===== src/rtl/vt100_pkg.sv =====
// Shared VT100 definitions: special-key codes, escape-sequence bytes and encoder types.
package vt100_pkg;

    // Special-key codes delivered alongside keySpecial=1
    typedef enum logic [7:0] {
        UP     = 8'h01,
        DOWN   = 8'h02,
        RIGHT  = 8'h03,
        LEFT   = 8'h04,
        HOME   = 8'h05,
        END    = 8'h06,
        INSERT = 8'h07,
        DELETE = 8'h08,
        PGUP   = 8'h09,
        PGDN   = 8'h0A,
        F1     = 8'h11,
        F2     = 8'h12,
        F3     = 8'h13,
        F4     = 8'h14
    } Vt100Key_t;

    localparam logic [7:0] ESC         = 8'h1B;
    localparam logic [7:0] CSI_BRACKET = 8'h5B;
    localparam logic [7:0] SS3_O       = 8'h4F;
    localparam logic [7:0] TILDE       = 8'h7E;

    localparam int unsigned MAX_SEQ_LEN = 4;
    localparam int unsigned SEQ_LEN_W   = 3;
    localparam int unsigned SEQ_IDX_W   = 2;

    // One encoded key: byte 0 is sent first, len=0 means "nothing to send"
    typedef struct packed {
        logic [SEQ_LEN_W-1:0]            len;
        logic [MAX_SEQ_LEN-1:0][7:0]     bytes;
    } key_seq_t;

    typedef enum logic {
        E_IDLE,
        E_EMIT
    } enc_state_t;

    typedef enum logic [1:0] {
        T_IDLE,
        T_GUARD,
        T_WAIT
    } tx_state_t;

    // ESC [ <final>
    function automatic key_seq_t csi_seq(input logic [7:0] final_b);
        key_seq_t s;
        s.len      = SEQ_LEN_W'(3);
        s.bytes    = '0;
        s.bytes[0] = ESC;
        s.bytes[1] = CSI_BRACKET;
        s.bytes[2] = final_b;
        return s;
    endfunction

    // ESC [ <digit> ~
    function automatic key_seq_t tilde_seq(input logic [7:0] digit);
        key_seq_t s;
        s.len      = SEQ_LEN_W'(4);
        s.bytes    = '0;
        s.bytes[0] = ESC;
        s.bytes[1] = CSI_BRACKET;
        s.bytes[2] = digit;
        s.bytes[3] = TILDE;
        return s;
    endfunction

    // ESC O <final>
    function automatic key_seq_t ss3_seq(input logic [7:0] final_b);
        key_seq_t s;
        s.len      = SEQ_LEN_W'(3);
        s.bytes    = '0;
        s.bytes[0] = ESC;
        s.bytes[1] = SS3_O;
        s.bytes[2] = final_b;
        return s;
    endfunction

endpackage


===== src/rtl/tx_byte_fifo.sv =====
// Byte FIFO between the key encoder and the UART pacer; head byte visible on dout.
module tx_byte_fifo #(
    parameter int unsigned DEPTH = 16
) (
    input  logic                    clk,
    input  logic                    rst_n,
    input  logic                    push,
    input  logic                    pop,
    input  logic [7:0]              din,
    output logic [7:0]              dout,
    output logic [$clog2(DEPTH):0]  level
);

    localparam int unsigned PTR_W = $clog2(DEPTH);
    localparam int unsigned LVL_W = PTR_W + 1;

    logic [7:0]       mem_q [DEPTH];
    logic [PTR_W-1:0] wr_ptr_q, wr_ptr_d;
    logic [PTR_W-1:0] rd_ptr_q, rd_ptr_d;
    logic [LVL_W-1:0] level_q,  level_d;

    // Pointer and occupancy update; pointers wrap naturally since DEPTH is a power of two
    always_comb begin
        wr_ptr_d = wr_ptr_q;
        rd_ptr_d = rd_ptr_q;
        level_d  = level_q;
        if (push) wr_ptr_d = wr_ptr_q + PTR_W'(1);
        if (pop)  rd_ptr_d = rd_ptr_q + PTR_W'(1);
        case ({push, pop})
            2'b10:   level_d = level_q + LVL_W'(1);
            2'b01:   level_d = level_q - LVL_W'(1);
            default: level_d = level_q;
        endcase
    end

    // Pointer/level state
    always_ff @(posedge clk or negedge rst_n) begin
        if (!rst_n) begin
            wr_ptr_q <= '0;
            rd_ptr_q <= '0;
            level_q  <= '0;
        end else begin
            wr_ptr_q <= wr_ptr_d;
            rd_ptr_q <= rd_ptr_d;
            level_q  <= level_d;
        end
    end

    // Storage array; contents are don't-care until written
    always_ff @(posedge clk) begin
        if (push) mem_q[wr_ptr_q] <= din;
    end

    assign dout  = mem_q[rd_ptr_q];
    assign level = level_q;

endmodule


===== src/rtl/vt100_key_encoder.sv =====
// Key event -> VT100 byte sequence encoder, byte FIFO and start/busy UART pacing.
module vt100_key_encoder
    import vt100_pkg::*;
#(
    parameter int unsigned FIFO_DEPTH = 16,
    parameter bit          ENTER_CRLF = 1'b0
) (
    input  logic                         clk,
    input  logic                         rst,
    input  logic                         keyValid,
    input  logic                         keySpecial,
    input  logic [7:0]                   keyCode,
    output logic                         keyReady,
    output logic                         keyDropped,
    output logic                         txStart,
    output logic [7:0]                   txData,
    input  logic                         txBusy,
    output logic [$clog2(FIFO_DEPTH):0]  fifoLevel
);

    localparam int unsigned LVL_W = $clog2(FIFO_DEPTH) + 1;
    // Highest occupancy that still leaves room for a full-length sequence
    localparam logic [LVL_W-1:0] READY_MAX_LVL = LVL_W'(FIFO_DEPTH - MAX_SEQ_LEN);

    // Encode table: ASCII passes through, specials expand, unknown specials give nothing
    function automatic key_seq_t encode_key(input logic special, input logic [7:0] code);
        key_seq_t s;
        s.len   = '0;
        s.bytes = '0;
        if (special) begin
            case (code)
                UP:      s = csi_seq(8'h41);
                DOWN:    s = csi_seq(8'h42);
                RIGHT:   s = csi_seq(8'h43);
                LEFT:    s = csi_seq(8'h44);
                HOME:    s = csi_seq(8'h48);
                END:     s = csi_seq(8'h46);
                INSERT:  s = tilde_seq(8'h32);
                DELETE:  s = tilde_seq(8'h33);
                PGUP:    s = tilde_seq(8'h35);
                PGDN:    s = tilde_seq(8'h36);
                F1:      s = ss3_seq(8'h50);
                F2:      s = ss3_seq(8'h51);
                F3:      s = ss3_seq(8'h52);
                F4:      s = ss3_seq(8'h53);
                default: s.len = '0;
            endcase
        end else begin
            s.bytes[0] = code;
            s.len      = SEQ_LEN_W'(1);
            if (ENTER_CRLF && (code == 8'h0D)) begin
                s.bytes[1] = 8'h0A;
                s.len      = SEQ_LEN_W'(2);
            end
        end
        return s;
    endfunction

    enc_state_t           enc_state_q, enc_state_d;
    key_seq_t             seq_q, seq_d;
    logic [SEQ_IDX_W-1:0] idx_q, idx_d;
    logic                 keyReady_q, keyReady_d;
    logic                 keyDropped_q, keyDropped_d;

    tx_state_t            tx_state_q, tx_state_d;
    logic                 txStart_q, txStart_d;
    logic [7:0]           txData_q, txData_d;

    key_seq_t             new_seq;
    logic                 fifo_push;
    logic                 fifo_pop;
    logic [7:0]           fifo_din;
    logic [7:0]           fifo_dout;
    logic [LVL_W-1:0]     fifo_level;
    logic [LVL_W-1:0]     level_next;

    assign new_seq = encode_key(keySpecial, keyCode);

    tx_byte_fifo #(
        .DEPTH (FIFO_DEPTH)
    ) u_fifo (
        .clk   (clk),
        .rst_n (rst),
        .push  (fifo_push),
        .pop   (fifo_pop),
        .din   (fifo_din),
        .dout  (fifo_dout),
        .level (fifo_level)
    );

    // ENC FSM: latch an accepted sequence, then push one byte per cycle
    always_comb begin
        enc_state_d  = enc_state_q;
        seq_d        = seq_q;
        idx_d        = idx_q;
        keyDropped_d = 1'b0;
        fifo_push    = 1'b0;
        fifo_din     = seq_q.bytes[idx_q];
        case (enc_state_q)
            E_IDLE: begin
                // keyReady implies idle; a zero-length (unknown) code is consumed silently
                if (keyValid && keyReady_q && (new_seq.len != '0)) begin
                    seq_d       = new_seq;
                    idx_d       = '0;
                    enc_state_d = E_EMIT;
                end
            end
            E_EMIT: begin
                fifo_push = 1'b1;
                if (SEQ_LEN_W'(idx_q) == (seq_q.len - SEQ_LEN_W'(1))) begin
                    enc_state_d = E_IDLE;
                end else begin
                    idx_d = idx_q + SEQ_IDX_W'(1);
                end
            end
            default: enc_state_d = E_IDLE;
        endcase
        if (keyValid && !keyReady_q) keyDropped_d = 1'b1;
    end

    // Readiness for the coming cycle, from next ENC state and next FIFO occupancy
    always_comb begin
        level_next = fifo_level + LVL_W'(fifo_push) - LVL_W'(fifo_pop);
        keyReady_d = (enc_state_d == E_IDLE) && (level_next <= READY_MAX_LVL);
    end

    // ENC state and encoder outputs
    always_ff @(posedge clk or negedge rst) begin
        if (!rst) begin
            enc_state_q  <= E_IDLE;
            seq_q        <= '0;
            idx_q        <= '0;
            keyReady_q   <= 1'b0;
            keyDropped_q <= 1'b0;
        end else begin
            enc_state_q  <= enc_state_d;
            seq_q        <= seq_d;
            idx_q        <= idx_d;
            keyReady_q   <= keyReady_d;
            keyDropped_q <= keyDropped_d;
        end
    end

    // TX FSM: pop head on idle transmitter, skip one cycle of busy, wait for busy to drop
    always_comb begin
        tx_state_d = tx_state_q;
        txStart_d  = 1'b0;
        txData_d   = txData_q;
        fifo_pop   = 1'b0;
        case (tx_state_q)
            T_IDLE: begin
                if ((fifo_level != '0) && !txBusy) begin
                    fifo_pop   = 1'b1;
                    txData_d   = fifo_dout;
                    txStart_d  = 1'b1;
                    tx_state_d = T_GUARD;
                end
            end
            T_GUARD: tx_state_d = T_WAIT;
            T_WAIT: begin
                if (!txBusy) tx_state_d = T_IDLE;
            end
            default: tx_state_d = T_IDLE;
        endcase
    end

    // TX state and transmitter-facing outputs
    always_ff @(posedge clk or negedge rst) begin
        if (!rst) begin
            tx_state_q <= T_IDLE;
            txStart_q  <= 1'b0;
            txData_q   <= 8'h00;
        end else begin
            tx_state_q <= tx_state_d;
            txStart_q  <= txStart_d;
            txData_q   <= txData_d;
        end
    end

    assign keyReady   = keyReady_q;
    assign keyDropped = keyDropped_q;
    assign txStart    = txStart_q;
    assign txData     = txData_q;
    assign fifoLevel  = fifo_level;

endmodule


===== config.mk =====
export PLATFORM = sky130hd
export DESIGN_NAME = vt100_key_encoder
export DESIGN_NICKNAME = d
export VERILOG_FILES = /design/src/rtl/vt100_pkg.sv /design/src/rtl/tx_byte_fifo.sv /design/src/rtl/vt100_key_encoder.sv
export SDC_FILE = /design/constraint.sdc
export NUM_CORES = 1
export LEC_CHECK = 0
export CORE_MARGIN = 1
export CORE_UTILIZATION = 42
export CTS_CLUSTER_DIAMETER = 100
export DETAILED_ROUTE_END_ITERATION = 16
export SKIP_LAST_GASP = 1
export SLEW_MARGIN = 20
export SYNTH_ARGS = -nofsm -noshare
export SYNTH_HDL_FRONTEND = slang
export SYNTH_HIERARCHICAL = 1
export SYNTH_SLANG_ARGS = --single-unit

===== constraint.sdc =====
create_clock -name clk -period 5.4 [get_ports clk]
set_input_delay 0.81 -clock clk [delete_from_list [all_inputs] [get_ports clk]]
set_output_delay 0.81 -clock clk [all_outputs]
set_load 0.01 [all_outputs]

==> notes.md <==
Item: results of the latest flow run.

- For this run the top cell type by instance count after synthesis was sky130_fd_sc_hd__edfxtp_1.
- The sum of negative setup slack is 0 ns.
- The stage logs contain a warning count of 31.
- The number of global-route vias before repair is 4233.
- Setup repair after global routing left no endpoint under its margin.
- The sort of element at the start of the critical path is a register.
- The design has 177 sequential cells.
- In the final routing, the length of wire on met1 measures roughly 7300 µm.
- The number of slew-limit violations in the final report is 0.
- The checks that failed: DRC.
- Per the Yosys statistics, synthesis produced 481 cells.
- Sorting the Yosys area breakdown by cell type puts at the top sky130_fd_sc_hd__edfxtp_1.
- In this design, the largest share of critical-path delay is due to adder cells.
- The portion of the post-synthesis area used by sequential elements is about two thirds.
- The post-route netlist has between 10% and 20% of its cells at a drive strength greater than 1.
- The flip-flop count of the largest register, all copies and words added is 128.
- Looking at the cell usage after synthesis, the top flip-flop cell is sky130_fd_sc_hd__edfxtp_1.
- The layout net count is 540.
- The switching power summed over all nets is 1130 µW.
- For this run, the script counts the antenna cells in the layout as 0.
- The number of design rule violations left after detail routing is 6.
- For the worst flop-to-flop path, the logic depth is 15.
- In this run, CTS created clock tree buffers numbering 17.
- The post-synthesis share of cell area spent on xor and xnor gates is 2.46%.
- Per the OpenROAD timing report, the critical path contains 15 cells.
- For this run, global-route usage on met2 was measured as between 20% and 30%.
- Per the synth stats, the proportion of register bits with asynchronous set or reset is 27.7%.
- Gates resized during post-CTS repair numbered 0.
- The distinct cell type count of the synthesized netlist is 61.
- The flow ran to the end, but the final reports show violations.
- A synthesized cell averages about 16 µm².
- The non-clock inverter instance count of the final layout is 17.
- The multi-input gate area in the final layout is 2510 µm².
- The maximum number of buffers from clock root to sink is 2.
- The synthesis-stage register bit count is approximately 180.
- Logged for this run, the post-placement worst setup slack is 1.95 ns.
- Per the detail_route log, the uppermost layer with routed signals is met4.
- The chip height is between 100 and 150 µm.
- The cell count after synthesis is 481.
- The switching share of power is 28.2%.
- The buffering overhead is 3.69%.
- The proportion of cell area spent on the clock network is under 10%.
- Warnings reported by Yosys during synthesis add up to 6.
- In this run the clock root is driven by a sky130_fd_sc_hd__clkbuf_16.
- The wire-length estimate of the detail-placed layout is between 10000 and 15000 µm.
- The layout has 20 clock buffers.
- The data arrival time reported for the critical path is 3.57 ns.
- Per the synthesis report, the simple-gate share of the synthesized area is 6.98%.
- The worst-case vdd ir drop is 0.258 mV.
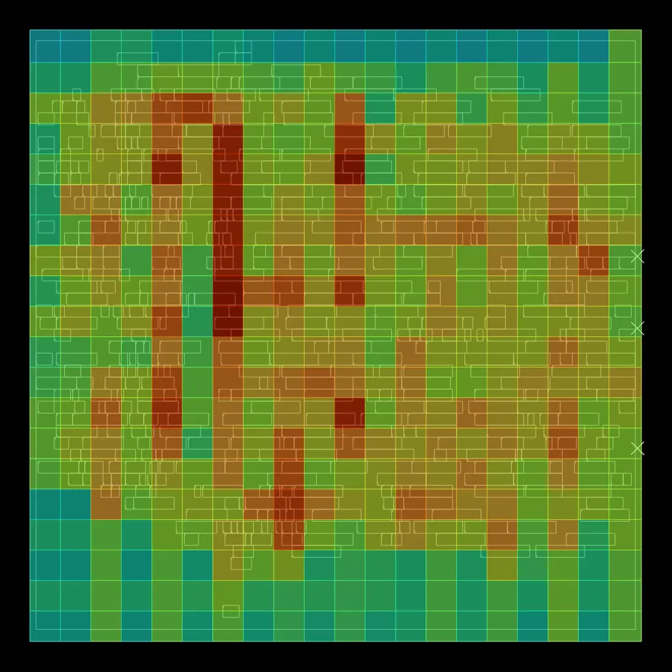
Fig. 1. Routing congestion.
met1 Use GR: 23.7%
fin util: 49.1%

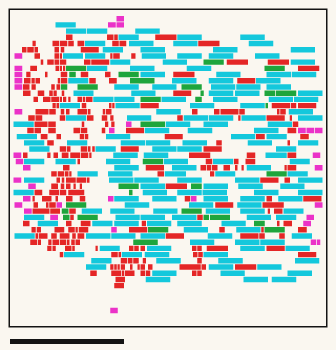
Fig. 2. Cells coloured by class.
Scale bar: 50 µm.
sequential cells: shown in cyan, cells 177. clock drivers and dummy loads: shown in green, cells 32. combinational and other logic: shown in red, cells 279. remaining buffers and delay cells: shown in magenta, cells 35.
cell area after layout: 8890 µm²
area of the core region: 18100 µm²

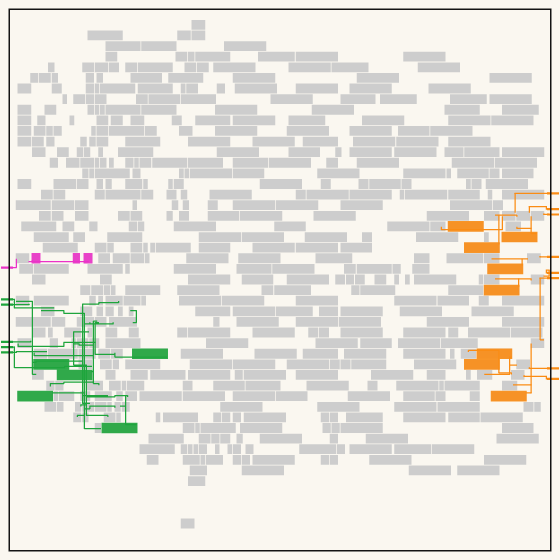
Fig. 3. Nets reached from selected ports.
`keyValid`: shown in magenta, bits 1, direction input, edge west, end cells 3, buffers 1, wire 19.3 µm. `fifoLevel`: shown in green, bits 5, direction output, edge west, end cells 5, buffers 5, wire 378 µm. `txData`: shown in orange, bits 8, direction output, edge east, end cells 8, buffers 8, wire 175 µm.

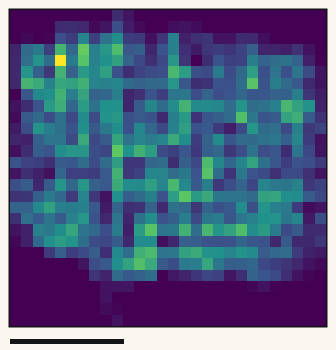
Fig. 4. Signal metal coverage by tile.
Scale bar: 50 µm. 28 x 28 tiles, from dark purple (low) to yellow (high), scaled to the fullest tile. Values are wire area over tile area, all layers added.
12% of the tiles are over half the peak. The emptiest ninth of the die: south-west. The densest ninth of the die: centre. The fullest tile reaches 0.51.
routed length per placed instance: 20.6 µm
total routed wirelength: 15500 µm
global-route usage over all layers: 17.2%
Via Count: 4219

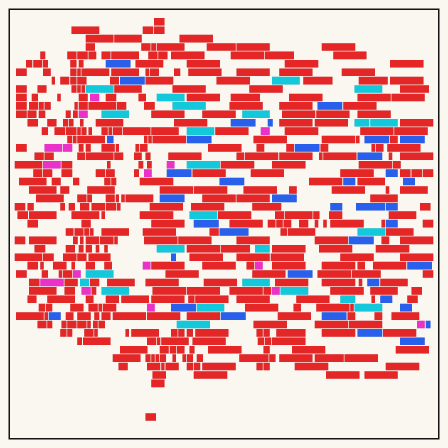
Fig. 5. Cell sizes after repair.
_6 and larger: shown in cyan, cells 24. _0 and _1 cells: shown in red, cells 445. _3 and _4 cells: shown in magenta, cells 16. _2 cells: shown in blue, cells 38.
min setup slack post-route: 2.19 ns
post-synthesis to final-layout area growth: 13.6%
number of buffers outside the clock class in the layout: 35

Power and IR drop assume default switching activity.
